**config.mk**
```make
export PLATFORM = sky130hd
export DESIGN_NAME = swire_rx_flat
export DESIGN_NICKNAME = d
export VERILOG_FILES = /design/src/rtl/swire_pkg.sv /design/src/rtl/swire_rx_if.sv /design/src/rtl/swire_deglitch.sv /design/src/rtl/swire_rx.sv /design/src/flat_wrapper.sv
export SDC_FILE = /design/constraint.sdc
export NUM_CORES = 1
export LEC_CHECK = 0
export CELL_PAD_IN_SITES_DETAIL_PLACEMENT = 0
export CELL_PAD_IN_SITES_GLOBAL_PLACEMENT = 1
export CORE_ASPECT_RATIO = 0.7
export CORE_MARGIN = 2
export CORE_UTILIZATION = 40
export CTS_CLUSTER_DIAMETER = 100
export DETAILED_ROUTE_END_ITERATION = 8
export PLACE_DENSITY_LB_ADDON = 0.1
export SLEW_MARGIN = 20
export SYNTH_ARGS = -nofsm -noshare
export SYNTH_HDL_FRONTEND = slang
export SYNTH_SLANG_ARGS = --single-unit
```
**constraint.sdc**
```tcl
create_clock -name i_clk_38m -period 2.2 [get_ports i_clk_38m]
set_input_delay 0.33 -clock i_clk_38m [delete_from_list [all_inputs] [get_ports i_clk_38m]]
set_output_delay 0.33 -clock i_clk_38m [all_outputs]
set_load 0.005 [all_outputs]
```
**src/rtl/swire_pkg.sv**
```systemverilog
// rtl/swire_pkg.sv - shared S-wire definitions: receiver states, error codes, 38.4 MHz timing defaults
// Ports: none (package).
package swire_pkg;

  typedef enum logic [1:0] {
    WAIT_ARM = 2'd0,
    ARMED    = 2'd1,
    LOW      = 2'd2,
    GAP      = 2'd3
  } swire_state_e;

  localparam logic [1:0] ERR_SHORT = 2'b01;
  localparam logic [1:0] ERR_LONG  = 2'b10;
  localparam logic [1:0] ERR_OVF   = 2'b11;

  // Timing defaults at 38.4 MHz; the transmitter's delay/io_ctrl uses the same values.
  localparam int GLITCH_CYC_DEF  = 4;
  localparam int MIN_LOW_CYC_DEF = 8;
  localparam int MAX_LOW_CYC_DEF = 1536;  // 40 us
  localparam int IDLE_CYC_DEF    = 3840;  // 100 us
  localparam int CNT_W_DEF       = 7;
  localparam int MAX_PULSES_DEF  = 64;

endpackage

```
**src/rtl/swire_rx_if.sv**
```systemverilog
// rtl/swire_rx_if.sv - S-wire receiver pin and result bundle
// Signals: i_swire (pin, idle high), o_cnt/o_cnt_valid (burst count strobe),
//          o_err/o_err_code (error strobe and held code), o_busy (burst in progress).
// Modports: master drives the pin and observes results; slave is the receiver.
interface swire_rx_if
  import swire_pkg::*;
#(
  parameter int CNT_W = CNT_W_DEF
) ();
  logic             i_swire;
  logic [CNT_W-1:0] o_cnt;
  logic             o_cnt_valid;
  logic             o_err;
  logic [1:0]       o_err_code;
  logic             o_busy;

  modport master (output i_swire, input o_cnt, o_cnt_valid, o_err, o_err_code, o_busy);
  modport slave  (input i_swire, output o_cnt, o_cnt_valid, o_err, o_err_code, o_busy);
endinterface

```
**src/rtl/swire_deglitch.sv**
```systemverilog
// rtl/swire_deglitch.sv - pin synchroniser plus glitch filter with edge strobes
// Ports: clk, rst_n (async active-low), pin (asynchronous input),
//        level (filtered level), rise/fall (one-cycle strobes, high in the first cycle of the new level).
module swire_deglitch
  import swire_pkg::*;
#(
  parameter int GLITCH_CYC = GLITCH_CYC_DEF
) (
  input  logic clk,
  input  logic rst_n,
  input  logic pin,
  output logic level,
  output logic rise,
  output logic fall
);
  localparam int GW = $clog2(GLITCH_CYC + 1);
  localparam logic [GW-1:0] G_LAST = GW'(GLITCH_CYC - 1);

  logic          sync1;
  logic          sync2;
  logic [GW-1:0] gcnt;

  // Both edges see the same 2 + GLITCH_CYC delay, so filtered widths equal pin widths.
  always_ff @(posedge clk or negedge rst_n) begin
    if (!rst_n) begin
      sync1 <= 1'b1;
      sync2 <= 1'b1;
      level <= 1'b1;
      gcnt  <= '0;
      rise  <= 1'b0;
      fall  <= 1'b0;
    end else begin
      sync1 <= pin;
      sync2 <= sync1;
      rise  <= 1'b0;
      fall  <= 1'b0;
      if (sync2 == level) begin
        gcnt <= '0;
      end else if (gcnt == G_LAST) begin
        gcnt  <= '0;
        level <= sync2;
        rise  <= sync2;
        fall  <= ~sync2;
      end else begin
        gcnt <= gcnt + 1'b1;
      end
    end
  end
endmodule

```
**src/rtl/swire_rx.sv**
```systemverilog
// rtl/swire_rx.sv - S-wire pulse-count receiver: counts legal low pulses per burst, flags errors
// Ports: i_clk_38m (38.4 MHz), i_reset_n (async active-low), bus (swire_rx_if.slave:
//        i_swire in; o_cnt, o_cnt_valid, o_err, o_err_code, o_busy out, all registered).
module swire_rx
  import swire_pkg::*;
#(
  parameter int GLITCH_CYC  = GLITCH_CYC_DEF,
  parameter int MIN_LOW_CYC = MIN_LOW_CYC_DEF,
  parameter int MAX_LOW_CYC = MAX_LOW_CYC_DEF,
  parameter int IDLE_CYC    = IDLE_CYC_DEF,
  parameter int CNT_W       = CNT_W_DEF,
  parameter int MAX_PULSES  = MAX_PULSES_DEF
) (
  input logic        i_clk_38m,
  input logic        i_reset_n,
  swire_rx_if.slave  bus
);
  localparam int DUR_W = $clog2(IDLE_CYC + 1);

  // dur is cleared by the edge strobe, so in the k-th cycle of a level (k >= 2)
  // it reads k-2; the thresholds below are offset accordingly.
  localparam logic [DUR_W-1:0] DUR_SAT   = DUR_W'(IDLE_CYC);
  localparam logic [DUR_W-1:0] IDLE_HIT  = DUR_W'(IDLE_CYC - 2);
  localparam logic [DUR_W-1:0] SHORT_LIM = DUR_W'(MIN_LOW_CYC - 1);  // at rise, dur = width - 1
  localparam logic [DUR_W-1:0] LONG_HIT  = DUR_W'(MAX_LOW_CYC - 1);  // low for MAX_LOW_CYC + 1 cycles
  localparam logic [CNT_W-1:0] PULSE_MAX = CNT_W'(MAX_PULSES);

  logic             level;
  logic             rise;
  logic             fall;
  logic             edge_any;
  swire_state_e     state;
  logic [DUR_W-1:0] dur;
  logic [CNT_W-1:0] pcnt;
  logic [CNT_W-1:0] cnt_q;
  logic             cnt_valid_q;
  logic             err_q;
  logic [1:0]       err_code_q;
  logic             busy_q;

  swire_deglitch #(.GLITCH_CYC(GLITCH_CYC)) u_deglitch (
    .clk   (i_clk_38m),
    .rst_n (i_reset_n),
    .pin   (bus.i_swire),
    .level (level),
    .rise  (rise),
    .fall  (fall)
  );

  assign edge_any = rise | fall;

  always_ff @(posedge i_clk_38m or negedge i_reset_n) begin
    if (!i_reset_n) begin
      state       <= WAIT_ARM;
      dur         <= '0;
      pcnt        <= '0;
      cnt_q       <= '0;
      cnt_valid_q <= 1'b0;
      err_q       <= 1'b0;
      err_code_q  <= 2'b00;
      busy_q      <= 1'b0;
    end else begin
      cnt_valid_q <= 1'b0;
      err_q       <= 1'b0;

      if (edge_any)
        dur <= '0;
      else if (dur != DUR_SAT)
        dur <= dur + 1'b1;

      // On an edge-strobe cycle dur still holds the previous level's age, so idle
      // checks ignore that cycle.
      case (state)
        WAIT_ARM: begin
          if (level && !edge_any && dur >= IDLE_HIT)
            state <= ARMED;
        end
        ARMED: begin
          if (fall) begin
            state  <= LOW;
            pcnt   <= '0;
            busy_q <= 1'b1;
          end
        end
        LOW: begin
          if (rise) begin
            if (dur < SHORT_LIM) begin
              err_q      <= 1'b1;
              err_code_q <= ERR_SHORT;
              state      <= WAIT_ARM;
              busy_q     <= 1'b0;
            end else if (pcnt == PULSE_MAX) begin
              err_q      <= 1'b1;
              err_code_q <= ERR_OVF;
              state      <= WAIT_ARM;
              busy_q     <= 1'b0;
            end else begin
              pcnt  <= pcnt + 1'b1;
              state <= GAP;
            end
          end else if (dur >= LONG_HIT) begin
            err_q      <= 1'b1;
            err_code_q <= ERR_LONG;
            state      <= WAIT_ARM;
            busy_q     <= 1'b0;
          end
        end
        GAP: begin
          if (fall) begin
            state <= LOW;
          end else if (!edge_any && dur >= IDLE_HIT) begin
            cnt_q       <= pcnt;
            cnt_valid_q <= 1'b1;
            state       <= ARMED;
            busy_q      <= 1'b0;
          end
        end
        default: begin
          state  <= WAIT_ARM;
          busy_q <= 1'b0;
        end
      endcase
    end
  end

  assign bus.o_cnt       = cnt_q;
  assign bus.o_cnt_valid = cnt_valid_q;
  assign bus.o_err       = err_q;
  assign bus.o_err_code  = err_code_q;
  assign bus.o_busy      = busy_q;
endmodule
```
**src/flat_wrapper.sv**
```systemverilog
// flat-port wrapper written by rule: the top's interface ports become plain ports
module swire_rx_flat import swire_pkg::*;
#(
  parameter int GLITCH_CYC  = GLITCH_CYC_DEF,
  parameter int MIN_LOW_CYC = MIN_LOW_CYC_DEF,
  parameter int MAX_LOW_CYC = MAX_LOW_CYC_DEF,
  parameter int IDLE_CYC    = IDLE_CYC_DEF,
  parameter int CNT_W       = CNT_W_DEF,
  parameter int MAX_PULSES  = MAX_PULSES_DEF
)
  (i_clk_38m, i_reset_n, bus_i_swire, bus_o_cnt, bus_o_cnt_valid, bus_o_err, bus_o_err_code, bus_o_busy);
  swire_rx_if #(.CNT_W(CNT_W)) bus_i ();
  input logic i_clk_38m;
  input logic i_reset_n;
  input wire logic [$bits(bus_i.i_swire)-1:0] bus_i_swire;
  output wire logic [$bits(bus_i.o_cnt)-1:0] bus_o_cnt;
  output wire logic [$bits(bus_i.o_cnt_valid)-1:0] bus_o_cnt_valid;
  output wire logic [$bits(bus_i.o_err)-1:0] bus_o_err;
  output wire logic [$bits(bus_i.o_err_code)-1:0] bus_o_err_code;
  output wire logic [$bits(bus_i.o_busy)-1:0] bus_o_busy;
  assign bus_i.i_swire = bus_i_swire;
  assign bus_o_cnt = bus_i.o_cnt;
  assign bus_o_cnt_valid = bus_i.o_cnt_valid;
  assign bus_o_err = bus_i.o_err;
  assign bus_o_err_code = bus_i.o_err_code;
  assign bus_o_busy = bus_i.o_busy;
  swire_rx #(.GLITCH_CYC(GLITCH_CYC), .MIN_LOW_CYC(MIN_LOW_CYC), .MAX_LOW_CYC(MAX_LOW_CYC), .IDLE_CYC(IDLE_CYC), .CNT_W(CNT_W), .MAX_PULSES(MAX_PULSES)) u_core (.i_clk_38m(i_clk_38m), .i_reset_n(i_reset_n), .bus(bus_i));
endmodule
```
Run 1, the clock network:
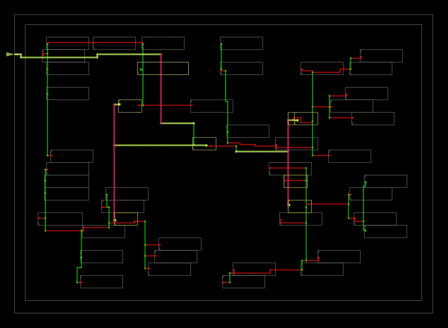
worst skew pair latency: 290 ps
clk sinks: 41
Clk power: 0.000616 W
TritonCTS buffer count: 5
number of clock buffers in the layout: 7

Run 1, gate-type map:
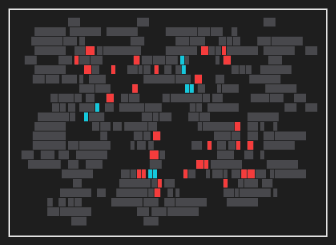
- nand cells: red (cells 28)
- inv cells: cyan (cells 8)
Top cell excl fill/tap: dfrtp_1
combinational share of cell area: 0.4058
Finished Layout Cells: 297

==> deck_impl_summary.md, run 1 <==
Key Metrics from the Run

Final layout
  – Most frequent cells in the layout: dfrtp_1 (38), nor2_1 (15), clkdlybuf4s50_1 (13)
  – Signal inverters: 8
  – Final instance area: 0.002522 sq mm
  – Clk cell area share: 0.04613
  – Layout cells sized above 1: 0.1778
  – Filler Cell Count: 487

Hold path
  – Hold worst-path end: u_core.u_deglitch.sync2
  – Hold Startpoint: u_core.u_deglitch.sync1

Run
  – Max Cap Viol: 0

Pwr
  – LEAKAGE: 1.197 nW

Place
  – Gp weighted congestion: 0.7977

STA
  – Hold slack final: 361.0 ps
  – Tcrit/Tclk final: 0.9309
  – Fmax: 488.3 MHz
  – Final setup violation count: 0

Routing
  – Drt via density: 5.067

Critical path
  – Worst R2R Start: u_core.state[0]
  – CP endpoint: u_core.bus.o_busy
  – Slowest stage delay, CP: 460 ps

Die
  – Rows: 22
  – Number of I/O pins: 15

Logic synthesis
  – Post-synth mux share: 0.06001

Status
  – Status: completed
Run 1, power grid:
Pins as bars on the die edge.
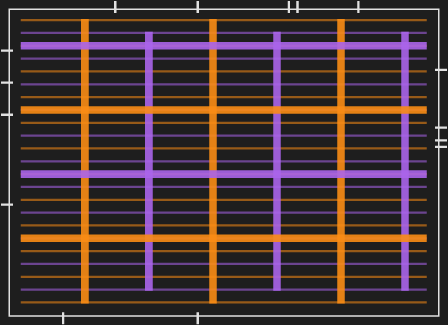
- VSS: orange
- VDD: purple
- rows: 22
- met4 straps: 6
- met5 straps: 4
- met1 rails: 23
VDD IR max: 0.0003953 V
Core ar.: 0.005147 sq mm
Die Wd: 90.72 microns

## run 1: report_power, final
part / total, W / internal [W] / switching, W
Sequential: 0.000955 / 0.000854 / 0.000101
Combinational: 0.000371 / 0.000171 / 0.000201
Clock: 0.000616 / 0.000370 / 0.000246
Total: 0.00194 / 0.00139 / 0.000548
## run 1: stage by stage
stage | std cells | setup slack, ps | utilization
global placement | 287 | 175.4 | 0.4616
global route | 297 | 7.241 | 0.4900
detailed placement | 287 | 114.0 | 0.4616
finish | 297 | 152.0 | 0.4900
floorplan | 197 | 217.8 | -
CTS | 296 | 105.0 | 0.4861
## run 1: worst max-delay path, delay by kind of cell, from the launching register on
family,cells,cell delay [ps]
simple gates,1,460
flops,1,430
compound gates,3,410
mux,1,340
fa+ha+maj,1,180
buf+inv,1,120
Run 1, where the registers sit:
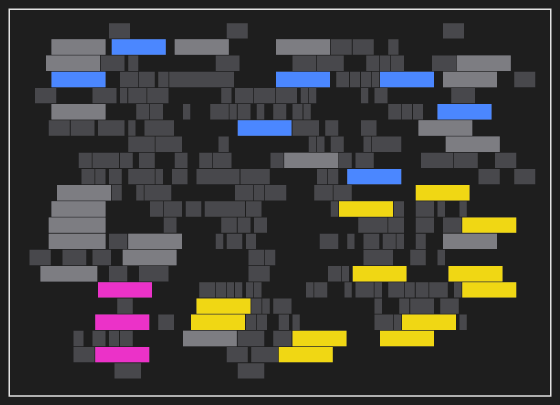

==> inputs of run 2 (changes only) <==
--- a/config.mk
+++ b/config.mk
@@ -9,7 +9,7 @@
 export CELL_PAD_IN_SITES_GLOBAL_PLACEMENT = 1
 export CORE_ASPECT_RATIO = 0.7
 export CORE_MARGIN = 2
-export CORE_UTILIZATION = 40
+export CORE_UTILIZATION = 46
 export CTS_CLUSTER_DIAMETER = 100
 export DETAILED_ROUTE_END_ITERATION = 8
 export PLACE_DENSITY_LB_ADDON = 0.1
Run 2, where the registers sit:
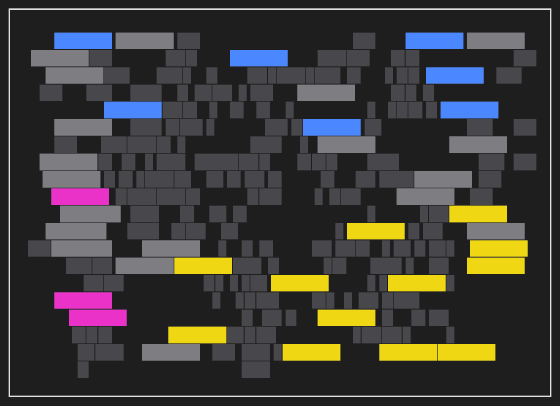
- u_core.pcnt: blue (sequential cells 7)
- u_core.dur: yellow (sequential cells 12)
- u_core.u_deglitch.gcnt: magenta (sequential cells 3)
sequential power: 0.000965 W
final core occ: 0.5497

==> deck_impl_summary.md, run 2 <==
Key Metrics from the Run

STA
  – Fmax: 484.6 MHz
  – Final worst setup slack: 136.5 ps
  – Tcrit/Tclk final: 0.9380
  – Hold slack final: 161.8 ps
  – Final setup violation count: 0

Clock network
  – Worst skew pair latency: 290 ps
  – Clk sinks: 41

Pwr
  – VDD IR max: 0.0004268 V
  – LEAKAGE: 1.149 nW

Place
  – Gp weighted congestion: 0.8073
  – Placement Setup Slack: 133.5 ps
  – Placed cell count: 265

Status
  – Status: completed

Run
  – Max Cap Viol: 0

Routing
  – Drt via density: 5.443

Final layout
  – Number of clock buffers in the layout: 8
  – Clk cell area share: 0.03742
  – Layout cells sized above 1: 0.1514
  – Combinational share of cell area: 0.4252
  – Final instance area: 0.002407 sq mm
  – Top cell excl fill/tap: dfrtp_1
  – Finished Layout Cells: 273
  – Most frequent cells in the layout: dfrtp_1 (38), nor2_1 (15), clkdlybuf4s50_1 (13)
  – Filler Cell Count: 392

Die
  – Core ar.: 0.004379 sq mm

Logic synthesis
  – Post-synth mux share: 0.06001

Critical path
  – CP endpoint: u_core.bus.o_busy
  – Worst R2R Start: u_core.dur[0]
Run 2, power grid:
Pins as bars on the die edge.
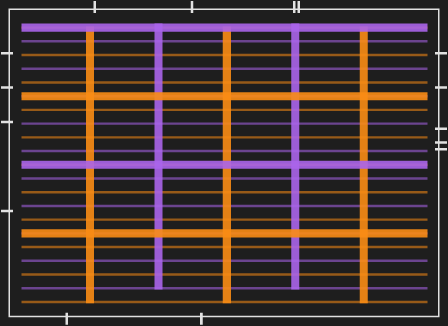
- VDD: purple
- VSS: orange
- met5 straps: 4
- met1 rails: 21

-- run 2: critical path: stages, from the launching register on --
cell and delay [ps]:
dfrtp_1 410, inv_1 100, ha_1 210, o211a_1 200
a21oi_1 350, nor3b_4 160, o211ai_2 190, mux2_2 340
-- run 2: how the worst min path moves through the flow --
stage               slack, ps  cells after the start                       to
global route              230                      1            u_core.dur[2]
CTS                       200                      1            u_core.dur[2]
global placement          350                      0  u_core.u_deglitch.sync2
detailed placement        350                      0  u_core.u_deglitch.sync2
finish                    160                      1            u_core.dur[5]
floorplan                  30                      0        u_core.bus.o_busy
-- run 2: power breakdown --
group	internal, W	switching (W)	leakage (nW)	total [W]
clock	0.000256	0.000241	0.0455	0.000497
sequential	0.000854	0.000111	0.548	0.000965
combinational	0.000154	0.000183	0.555	0.000337
Run 2, gate-type map:
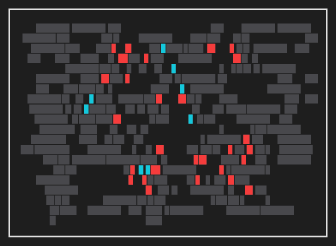

==> inputs of run 3 (changes only) <==
--- a/config.mk
+++ b/config.mk
@@ -5,6 +5,7 @@
 export SDC_FILE = /design/constraint.sdc
 export NUM_CORES = 1
 export LEC_CHECK = 0
+export CAP_MARGIN = 20
 export CELL_PAD_IN_SITES_DETAIL_PLACEMENT = 0
 export CELL_PAD_IN_SITES_GLOBAL_PLACEMENT = 1
 export CORE_ASPECT_RATIO = 0.7
@@ -12,7 +13,7 @@
 export CORE_UTILIZATION = 46
 export CTS_CLUSTER_DIAMETER = 100
 export DETAILED_ROUTE_END_ITERATION = 8
-export PLACE_DENSITY_LB_ADDON = 0.1
+export PLACE_DENSITY = 0.81
 export SLEW_MARGIN = 20
 export SYNTH_ARGS = -nofsm -noshare
 export SYNTH_HDL_FRONTEND = slang
Run 3, gate-type map:
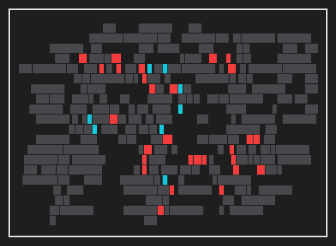
- nand cells: red (cells 28)
- inv cells: cyan (cells 8; where middle)
Finished Layout Cells: 273
combinational share of cell area: 0.4292

==> deck_impl_summary.md, run 3 <==
Key Metrics from the Run

Logic synthesis
  – Post-synth mux share: 0.06001
  – Synth Area per Inst: 10.69 sq um

Final layout
  – Final core occ: 0.5506
  – Layout cells sized above 1: 0.1651
  – Most frequent cells in the layout: dfrtp_1 (38), nor2_1 (15), clkdlybuf4s50_1 (13)
  – Final instance area: 0.002411 sq mm
  – Top cell excl fill/tap: dfrtp_1

Pwr
  – Comb pwr share: 0.192
  – Clk pwr share: 0.261
  – VDD IR max: 0.0006531 V
  – LEAKAGE: 1.149 nW
  – Reg power frac: 0.547
  – Switching share of power: 0.3099
  – Switch Pwr: 0.0005514 W

Critical path
  – Slowest stage delay, CP: 460 ps
  – Crit path cell chain: nor4_1 -> nand4_1 -> and3_1 -> and3_1 -> a221o_1
  – CP max stage cell: dfrtp_1
  – Bufs and invs on worst path: 0
  – CP most frequent cell: and3_1
  – Top delay family on crit path: simple AND/OR/NAND/NOR gates
  – CP endpoint: u_core.pcnt[1]
  – Worst R2R Start: u_core.dur[10]

Die
  – Number of I/O pins: 15
  – Core ar.: 0.004379 sq mm
  – Die Wd: 84.87 microns
  – Rows: 20

STA
  – Hold slack final: 159.1 ps
  – Final setup violation count: 0

Status
  – Status: completed

Clock network
  – Worst skew pair latency: 290 ps
  – TritonCTS buffer count: 5

Place
  – Placement Setup Slack: 138.3 ps
  – Gp weighted congestion: 0.8349
  – Placed cell count: 265

Routing
  – Drt via density: 5.443
Run 3, the clock network:
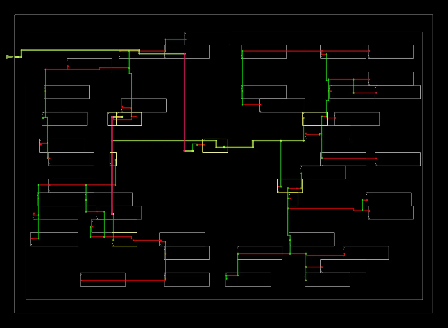
Clk power: 0.000464 W
Final Skew: 4.067 ps

[run 3: cell counts after synthesis]
Identical to the previous run, type by type.
[run 3: cell type report]
cell class,count,area (sq um)
Clock buffer,6,72.57
Timing Repair Buffer,18,165.2
Inverter,8,30.03
Sequential cell,41,1030
Clock inverter,2,10.01
Multi-Input combinational cell,143,1035
Fill cell,375,1968
Tap cell,55,68.82
[run 3: power groups by stage]
stage               logic (W)  registers, W  clock network, W
finish               0.000342      0.000972          0.000464
global route         0.000405      0.000989          0.000518
CTS                  0.000346      0.000971          0.000481
detailed placement   0.000342      0.000986                 0
global placement     0.000331      0.000976                 0
floorplan            0.000278      0.000953                 0
[run 3: cell families after synthesis]
group	Yosys count
and+or+nand+nor	78
DFF	41
AOI/OAI and AO/OA	32
buffers and inverters	13
xor gates and xnor gates	11
muxes	11
adders and majority gates	11
Power is estimated from default activity; no workload was simulated.
